--- src/rtl/vp_checkpoint_sequencer.sv ---
// vp_checkpoint_sequencer
//
// Runs one speculative load past a D-cache miss using load value prediction.
// On an accepted miss it forwards the predicted value, checkpoints the
// register file, and keeps replaying the missed request until the fill
// returns. The fill is then compared with the prediction. A wrong prediction
// restores the checkpoint, flushes the pipeline and refetches from the load.
//
// Ports
//   clk, rst                  clock, synchronous active-high reset
//   miss_valid/pc/addr        D-cache miss of the load in MEM (used in IDLE only)
//   lookup_pc                 predictor lookup PC (combinational copy of miss_pc)
//   pred_valid/pred_data      predictor answer for lookup_pc, same cycle
//   use_pred                  select pred_data as the MEM load result
//   snapshot_take             one-cycle pulse: checkpoint the register file
//   replay_valid/replay_addr  held request driven back to the D-cache
//   fill_valid/fill_data      D-cache data for the held request
//   spec_mem_op               load/store decoded while speculating
//   pipe_stall, pipe_flush    pipeline control
//   restore                   one-cycle pulse: restore the register snapshot
//   load_pc_we/load_pc        fetch PC redirect
//   train_valid/pc/data       predictor update
//   spec_correct/spec_wrong   saturating outcome counters
//   state_dbg                 current FSM state, for observation only
//
// Handshake: there is no backpressure. miss_valid, fill_valid and spec_mem_op
// are single-cycle qualifiers sampled on the rising clock edge. Every output
// is valid in the cycle in which it is asserted.

module vp_checkpoint_sequencer #(
    parameter int DATA_WIDTH = 32,
    parameter int CNT_WIDTH  = 16
) (
    input  logic                  clk,
    input  logic                  rst,
    input  logic                  miss_valid,
    input  logic [DATA_WIDTH-1:0] miss_pc,
    input  logic [DATA_WIDTH-1:0] miss_addr,
    output logic [DATA_WIDTH-1:0] lookup_pc,
    input  logic                  pred_valid,
    input  logic [DATA_WIDTH-1:0] pred_data,
    output logic                  use_pred,
    output logic                  snapshot_take,
    output logic                  replay_valid,
    output logic [DATA_WIDTH-1:0] replay_addr,
    input  logic                  fill_valid,
    input  logic [DATA_WIDTH-1:0] fill_data,
    input  logic                  spec_mem_op,
    output logic                  pipe_stall,
    output logic                  pipe_flush,
    output logic                  restore,
    output logic                  load_pc_we,
    output logic [DATA_WIDTH-1:0] load_pc,
    output logic                  train_valid,
    output logic [DATA_WIDTH-1:0] train_pc,
    output logic [DATA_WIDTH-1:0] train_data,
    output logic [CNT_WIDTH-1:0]  spec_correct,
    output logic [CNT_WIDTH-1:0]  spec_wrong,
    output logic [2:0]            state_dbg
);

    typedef enum logic [2:0] {
        IDLE     = 3'd0,
        SPEC     = 3'd1,
        HOLD     = 3'd2,
        RECOVER  = 3'd3,
        REDIRECT = 3'd4
    } state_t;

    state_t                state_q, state_d;
    logic [DATA_WIDTH-1:0] spec_pc_q, spec_addr_q, spec_pred_q;
    logic                  spec_active_q;
    logic                  snap_pend_q;
    logic [CNT_WIDTH-1:0]  correct_q, wrong_q;

    logic accept;
    logic inc_correct;
    logic inc_wrong;

    assign lookup_pc    = miss_pc;
    assign spec_correct = correct_q;
    assign spec_wrong   = wrong_q;
    assign state_dbg    = state_q;

    // Next state and outputs. While rst is high every output stays at its
    // default so that an abandoned recovery issues no further pulses.
    always_comb begin
        state_d       = state_q;
        accept        = 1'b0;
        inc_correct   = 1'b0;
        inc_wrong     = 1'b0;
        use_pred      = 1'b0;
        snapshot_take = 1'b0;
        replay_valid  = 1'b0;
        replay_addr   = '0;
        pipe_stall    = 1'b0;
        pipe_flush    = 1'b0;
        restore       = 1'b0;
        load_pc_we    = 1'b0;
        load_pc       = '0;
        train_valid   = 1'b0;
        train_pc      = '0;
        train_data    = '0;

        if (rst) begin
            state_d = IDLE;
        end else begin
            // The checkpoint pulse belongs to the first SPEC cycle.
            snapshot_take = snap_pend_q;
            unique case (state_q)
                IDLE: begin
                    if (miss_valid) begin
                        accept   = 1'b1;
                        use_pred = pred_valid;
                        state_d  = pred_valid ? SPEC : HOLD;
                    end
                end
                SPEC, HOLD: begin
                    replay_valid = 1'b1;
                    replay_addr  = spec_addr_q;
                    if (fill_valid) begin
                        // The fill wins over a colliding spec_mem_op, so no stall here.
                        train_valid = 1'b1;
                        train_pc    = spec_pc_q;
                        train_data  = fill_data;
                        if (!spec_active_q) begin
                            state_d = IDLE;
                        end else if (fill_data == spec_pred_q) begin
                            inc_correct = 1'b1;
                            state_d     = IDLE;
                        end else begin
                            inc_wrong = 1'b1;
                            state_d   = RECOVER;
                        end
                    end else if (state_q == HOLD || spec_mem_op) begin
                        // A second memory op cannot run under an unresolved
                        // speculation, so the pipeline waits for the fill.
                        pipe_stall = 1'b1;
                        state_d    = HOLD;
                    end
                end
                RECOVER: begin
                    restore    = 1'b1;
                    pipe_flush = 1'b1;
                    state_d    = REDIRECT;
                end
                REDIRECT: begin
                    load_pc_we = 1'b1;
                    load_pc    = spec_pc_q;
                    pipe_flush = 1'b1;
                    state_d    = IDLE;
                end
                default: state_d = IDLE;
            endcase
        end
    end

    always_ff @(posedge clk) begin
        if (rst) begin
            state_q       <= IDLE;
            spec_pc_q     <= '0;
            spec_addr_q   <= '0;
            spec_pred_q   <= '0;
            spec_active_q <= 1'b0;
            snap_pend_q   <= 1'b0;
            correct_q     <= '0;
            wrong_q       <= '0;
        end else begin
            state_q     <= state_d;
            snap_pend_q <= accept && pred_valid;
            if (accept) begin
                spec_pc_q     <= miss_pc;
                spec_addr_q   <= miss_addr;
                spec_pred_q   <= pred_data;
                spec_active_q <= pred_valid;
            end
            if (inc_correct && (correct_q != {CNT_WIDTH{1'b1}})) begin
                correct_q <= correct_q + 1'b1;
            end
            if (inc_wrong && (wrong_q != {CNT_WIDTH{1'b1}})) begin
                wrong_q <= wrong_q + 1'b1;
            end
        end
    end

endmodule
--- config.mk ---
export PLATFORM = sky130hd
export DESIGN_NAME = vp_checkpoint_sequencer
export DESIGN_NICKNAME = d
export VERILOG_FILES = /design/src/rtl/vp_checkpoint_sequencer.sv
export SDC_FILE = /design/constraint.sdc
export NUM_CORES = 1
export LEC_CHECK = 0
export ABC_CLOCK_PERIOD_IN_PS = 2400
export CELL_PAD_IN_SITES_DETAIL_PLACEMENT = 1
export CELL_PAD_IN_SITES_GLOBAL_PLACEMENT = 1
export CORE_MARGIN = 2
export CORE_UTILIZATION = 25
export DETAILED_ROUTE_END_ITERATION = 12
export PLACE_DENSITY = 0.74
export SLEW_MARGIN = 20
export SYNTH_ARGS = -nofsm -noshare
export SYNTH_HDL_FRONTEND = slang
export SYNTH_SLANG_ARGS = --single-unit
--- constraint.sdc ---
create_clock -name clk -period 2.4 [get_ports clk]
set_input_delay 0.6 -clock clk [delete_from_list [all_inputs] [get_ports clk]]
set_output_delay 0.6 -clock clk [all_outputs]
set_load 0.02 [all_outputs]
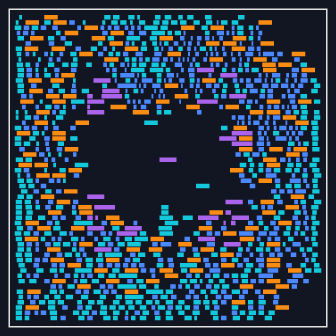
**Above:** run 1 (placed cells, one colour a class).
orange -> flops  # cells 133, share of their area 24%
cyan -> other buffers and delay cells  # cells 441, share of their area 38%
purple -> clock drivers and dummy loads  # cells 31, share of their area 6.0%
blue -> all other logic  # cells 470, share of their area 32%
Rows: 58
Core Area: 25000 sq um

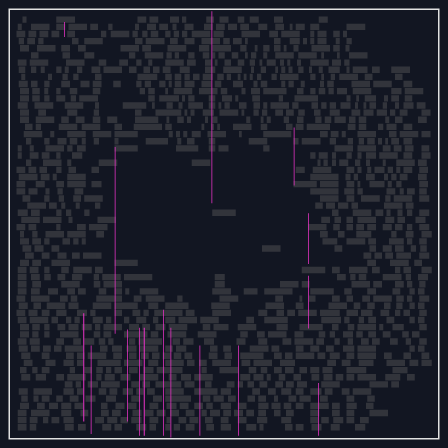
**Above:** run 1 (metal 4).
main direction = vertical
wire length on this layer = 577 microns
nets with wire on the layer = 13
longest straight run = 72.8 microns
share of all routed wire = 2.1%

==> impl_metrics.toml, run 1 <==
# yosys + openroad results
[status]
status = "finished with violations"
violations = "negative setup slack"

[floorplan]
dieWidth_microns = 163
die_h_microns = 163
floorplanUtilization_pct = 25.3
chipArea_sq_um = 26500

[finish]
lay_top_cells = "clkdlybuf4s50_1 (165), dfxtp_1 (129), buf_4 (97)"
layout.cells.non_filler = 1405
fill_cells = 2765
lay_top_count = "clkdlybuf4s50_1"
comb_area_sq_um = 3630
syn_to_final_growth_pct = 86.6
final_nets = 1199
final_area_sq_um = 11800

[pwr]
p_leak_uw = 0.00505
finalPower_uw = 6780

[timing]
hold_viol_final = 0
holdWs_ns = 0.469
slew_headroom_pct = 61.4
rsz0062_at_grt = "yes"
slew_violations = 0
setup_tns_ns = -1.40
setup_ws_ns = -0.0596
setup_viol_count_final = 43
fin_crit_ns = 2.46
worst_pin_slew_ns = 0.576

[min_path]
hp-class = "register to register"

[cts]
root_buffer = "clkbuf_16"
post_cts_buffers = 18
cts_tree = "yes"
cts_buffer_depth = 2
clk_latency_ns = 0.42
path_clk_slew_ns = 0.06
clock-sinks = 133

[synth]
synth_area_per_cell_sq_um = 9.26
ys_ff = 133
flop_cell = "dfxtp_1"
yosys_warnings = 0
synth_cell_type_count = 47
ys_seq_share_pct = 42.2
synthTopCellsByArea = "dfxtp_1 (42%), a22o_1 (13%), and2_1 (10%)"
ys_cells = 681
async_reset_ff_share_pct = 0
netlist_area_sq_um = 6300
synthCells = 681

[routing]
drt-initial-drc-count = 215
final_antenna_net_count = 0
routed_wirelength_microns = 27900
drc = 0
route.vias.total = 6723
drt-vias-per-instance = 4.79

[placed_design]
post-place-ws_ns = -0.812
place_congestion = 0.781
dp_hpwl_microns = 18900
numPortBuffers = 336

[worst_setup_path]
critPathMaxFanout = 6
worstSetupPathType = "register to output pin"
critical-path-top-delay-family = "buffers and inverters"
crit_path_frequent_cell = "buf_6"
worst-path-stages = 7
r2r_cells = 7
cpPeakStageDelay_ns = 0.36
crit_path_start_kind = "register"
required_ns = 1.80

[global_route]
grt_pass1_wl_microns = 41200
grt-ovfl-total = 0
globalRouteTotalUtil_pct = 20.2
grt_max_degree = 53

[run]
maxCapViolations = 0
warnings = 29
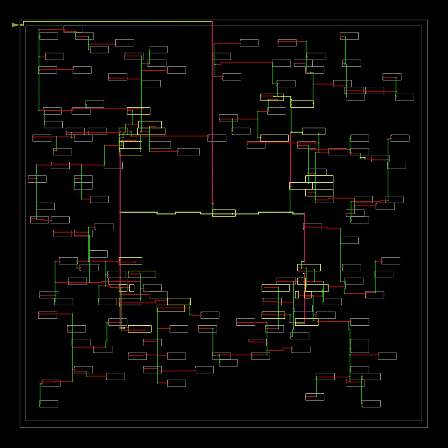
**Above:** run 1 (clock wiring as the flow saved it).
total CTS buffers: 17
clk_skew: 0.00901 ns
flop count: 133
Clk. pwr: 3110 uW
clock buffers: 18

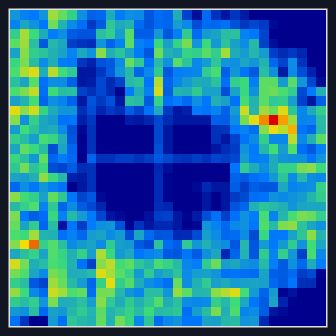
**Above:** run 1 (routed metal per tile).
The die is cut into 33 by 33 equal tiles; dark blue is low, red is high, scaled to the fullest tile. Values are wire area over tile area, all layers added.
densest ninth of the die = lower left
tiles over half the peak = 12%
emptiest ninth of the die = centre
nearly empty tiles = 14%
mean over tiles = 0.17

## run 1: final timing paths
kind                                startpoint          endpoint  slack (ns)
worst max-delay path              state_dbg[0]       train_pc[6]       -0.06
worst min-delay path            spec_addr_q[9]    spec_addr_q[9]        0.47
worst max register to register    state_dbg[0]  spec_correct[11]        0.06
worst min register to register  spec_addr_q[9]    spec_addr_q[9]        0.47
## run 1: cell families (layout without fill, tap and decap cells)
logic type	after synthesis	in the layout	synth area share [%]
AND-OR/OR-AND	156	156	18.9
XOR/XNOR	35	35	4.98
adder cells (fa/ha/maj)	2	2	0.397
buffers and inverters	87	478	7.26
flip-flops	133	133	42.2
multiplexers	6	6	1.01
AND/OR/NAND/NOR	262	265	25.3
## run 1: layer usage
layer | routed length, microns | part of all wire (%) | up-vias | track usage, %
met5 | 11 | 0.039 | - | 0
met4 | 576 | 2.1 | 2 | 7.20
met3 | 1890 | 6.8 | 35 | 5.65
met2 | 13900 | 50 | 252 | 34.9
met1 | 11500 | 41 | 3245 | 23.9
li1 | - | - | 3189 | -
## run 1: area by class of cell
type / count / share of cell area [%]
well taps: 330 / 3.51
clock buffers: 18 / 3.65
clock inverters: 13 / 2.16
repair buffers: 441 / 37.0
flip-flops and latches: 133 / 22.7
multi-input cells: 464 / 30.8
inverters: 6 / 0.191
## run 1: report_power, final
part	total, uW	switching, uW	internal [uW]
Combinational	1210	554	659
Clock	3110	1050	2050
Sequential	2460	112	2350
## run 1: Yosys cell counts (all sizes together) (3+ instances only)
master  number
nor2b        4
or3         14
a22o        96
and2       101
a31oi        3
a21oi       22
mux2i        3
inv          6
o211ai       4
and3        42
nor4        12
nand2       18
xor2        33
o21ai       21
nor2        20
or4          5
nor3         8
nand3       19
buf         37
clkbuf      44
or2          3
mux2         3
nand4       10
dfxtp      133
## Run 2: what changed since run 1
Settings changed: MAX_ROUTING_LAYER set to met4.
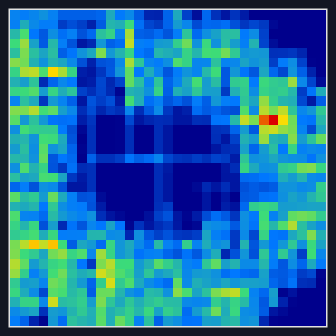
**Above:** run 2 (routed metal per tile).
The die is cut into 33 by 33 equal tiles; dark blue is low, red is high, scaled to the fullest tile. Values are wire area over tile area, all layers added.
tiles over half the peak = 11%
nearly empty tiles = 13%
mean over tiles = 0.17
fullest tile = 0.61
densest ninth of the die = lower left
vias: 6722
wire per inst: 19.9 microns
routed wire length: 27900 microns
All-Layer GR Usage: 20.8%

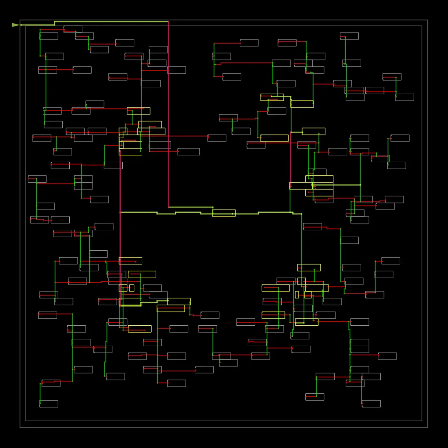
**Above:** run 2 (clock wiring as the flow saved it).
clk_lat worst skew: 0.41 ns
clk_skew: 0.00845 ns

==> run 2 against run 1 <==
Effect of this change: the flow still finishes with violations (negative setup slack); worst setup slack better by 0.0043 ns; critical path depth stayed put; non-clock buffer count stayed put; global-route usage is 0.60 points higher; first-iteration DRC count is 15% higher; register-to-register slack hardly changed; clock skew is 0.00056 ns lower; core utilization hardly changed; sequential power hardly changed; critical endpoint unchanged; largest cell class unchanged; highest routed layer is now met4.
==> impl_metrics.toml, run 2 <==
# yosys + openroad results
[global_route]
use_met2_pct = 34.9
grt-ovfl-total = 0
grt_use_met3_pct = 5.12
grt_pass1_wl_microns = 41100
grt_max_degree = 53
grt.busiest_layer = "met2"
met1_usage_pct = 24.2

[worst_setup_path]
required_ns = 1.80
critical-path-top-delay-family = "buffers and inverters"
worstSetupPathType = "register to output pin"
critPathMaxFanout = 6
crit_path_start_kind = "register"
crit_path_frequent_cell = "buf_6"
crit_path_end_kind = "output pin"
r2r_slack_ns = 0.06
cpPeakStageDelay_ns = 0.36

[timing]
slew_violations = 0
hold_viol_final = 0
fin_crit_ns = 2.46
setup_ws_ns = -0.0553
setup_viol_count_final = 39
slew_headroom_pct = 62.1
rsz0062_at_grt = "yes"
worst_pin_slew_ns = 0.566

[routing]
wl_met2_microns = 14000
final_antenna_net_count = 0
drt-vias-per-instance = 4.78
drc = 0
wl_met1_microns = 11500
wl_met3_microns = 1820
top_layer = "met4"
drt-initial-drc-count = 247

[synth]
largest_area_cell = "dfxtp_1"
synth_cell_type_count = 47
netlist_area_sq_um = 6300
yosys_warnings = 0
common_cells = "dfxtp_1 (133), and2_1 (101), a22o_1 (96), clkbuf_1 (44), and3_1 (42)"
ys_seq_share_pct = 42.2
flop_cell = "dfxtp_1"
synthTopCellsByArea = "dfxtp_1 (42%), a22o_1 (13%), and2_1 (10%)"
ys_cells = 681
post-synth-top-count-cell = "dfxtp_1"
ys_ff = 133
synthCells = 681
synth_area_per_cell_sq_um = 9.26
async_reset_ff_share_pct = 0

[finish]
final_area_sq_um = 11800
layout.cells.non_filler = 1406
final_nets = 1199
lay_top_count = "clkdlybuf4s50_1"
lay_top_cells = "clkdlybuf4s50_1 (165), dfxtp_1 (129), buf_4 (97)"
fill_cells = 2765
syn_to_final_growth_pct = 86.7

[floorplan]
dieWidth_microns = 163
core_sq_um = 25000
die_h_microns = 163
chipArea_sq_um = 26500
floorplanUtilization_pct = 25.3
rows = 58

[run]
maxCapViolations = 0
warnings = 29

[status]
status = "finished with violations"
violations = "negative setup slack"

[pwr]
finalPower_uw = 6780
peakVddDrop_v = 0.000336
p_leak_uw = 0.00505

[cts]
clock-sinks = 133
cts-buffers-inserted = 17
path_clk_slew_ns = 0.06
root_buffer = "clkbuf_16"
cts_buffer_depth = 2
cts_tree = "yes"

[min_path]
hp-class = "register to register"

[placed_design]
numPortBuffers = 336
post-place-ws_ns = -0.812
dp_hpwl_microns = 18900
place_congestion = 0.792
## run 2: cell counts after synthesis
No cell type changed its count.
## run 2: path summary, 6_finish.rpt
kind | startpoint | endpoint | depth (start not counted)
worst max-delay path | state_dbg[0] | train_pc[6] | 7
worst min-delay path | spec_addr_q[9] | spec_addr_q[9] | 1
worst max register to register | state_dbg[0] | spec_correct[11] | 7
worst min register to register | spec_addr_q[9] | spec_addr_q[9] | 1
## run 2: cell families after synthesis
logic type	count (synthesis)	share of synthesized area (%)
AND-OR/OR-AND	156	18.9
XOR/XNOR	35	4.98
adder cells (fa/ha/maj)	2	0.397
buffers and inverters	87	7.26
flip-flops	133	42.2
multiplexers	6	1.01
AND/OR/NAND/NOR	262	25.3
## run 2: through the flow
step	util, %	hold slack, ns	TNS [ns]
final	47.1	0.469	-1.16
after global routing	47.1	0.480	-6.10
after CTS	46.2	0.470	-4.49
after detailed placement	41.2	0.451	-113.07
after global placement	41.2	0.448	-107.22
after floorplan	-	0.434	-0.0184
## run 2: power breakdown
part | switching [uW] | internal (uW) | leakage [uW]
sequential | 111 | 2350 | 0.00109
clock | 1050 | 2050 | 0.000330
combinational | 555 | 659 | 0.00363
total | 1720 | 5060 | 0.00505
## run 2: what timing repair did
item,in CTS,in global routing
hold buffers,0,0
setup buffers,18,6
resized,709,136
gates cloned,9,5
pin swaps,35,40
setup endpoints to repair,160,159
## run 2: cell type report
class | instances | area [sq um] | area share (%)
antenna | 1 | 2.50 | 0.0213
clock buffer | 18 | 429 | 3.65
clock inverter | 13 | 254 | 2.16
inverter | 6 | 22.5 | 0.191
multi-input combinational | 464 | 3630 | 30.8
sequential | 133 | 2670 | 22.7
tap | 330 | 413 | 3.51
timing repair buffer | 441 | 4350 | 36.9
Power figures rest on the tool's default switching activity, not on a simulated workload.
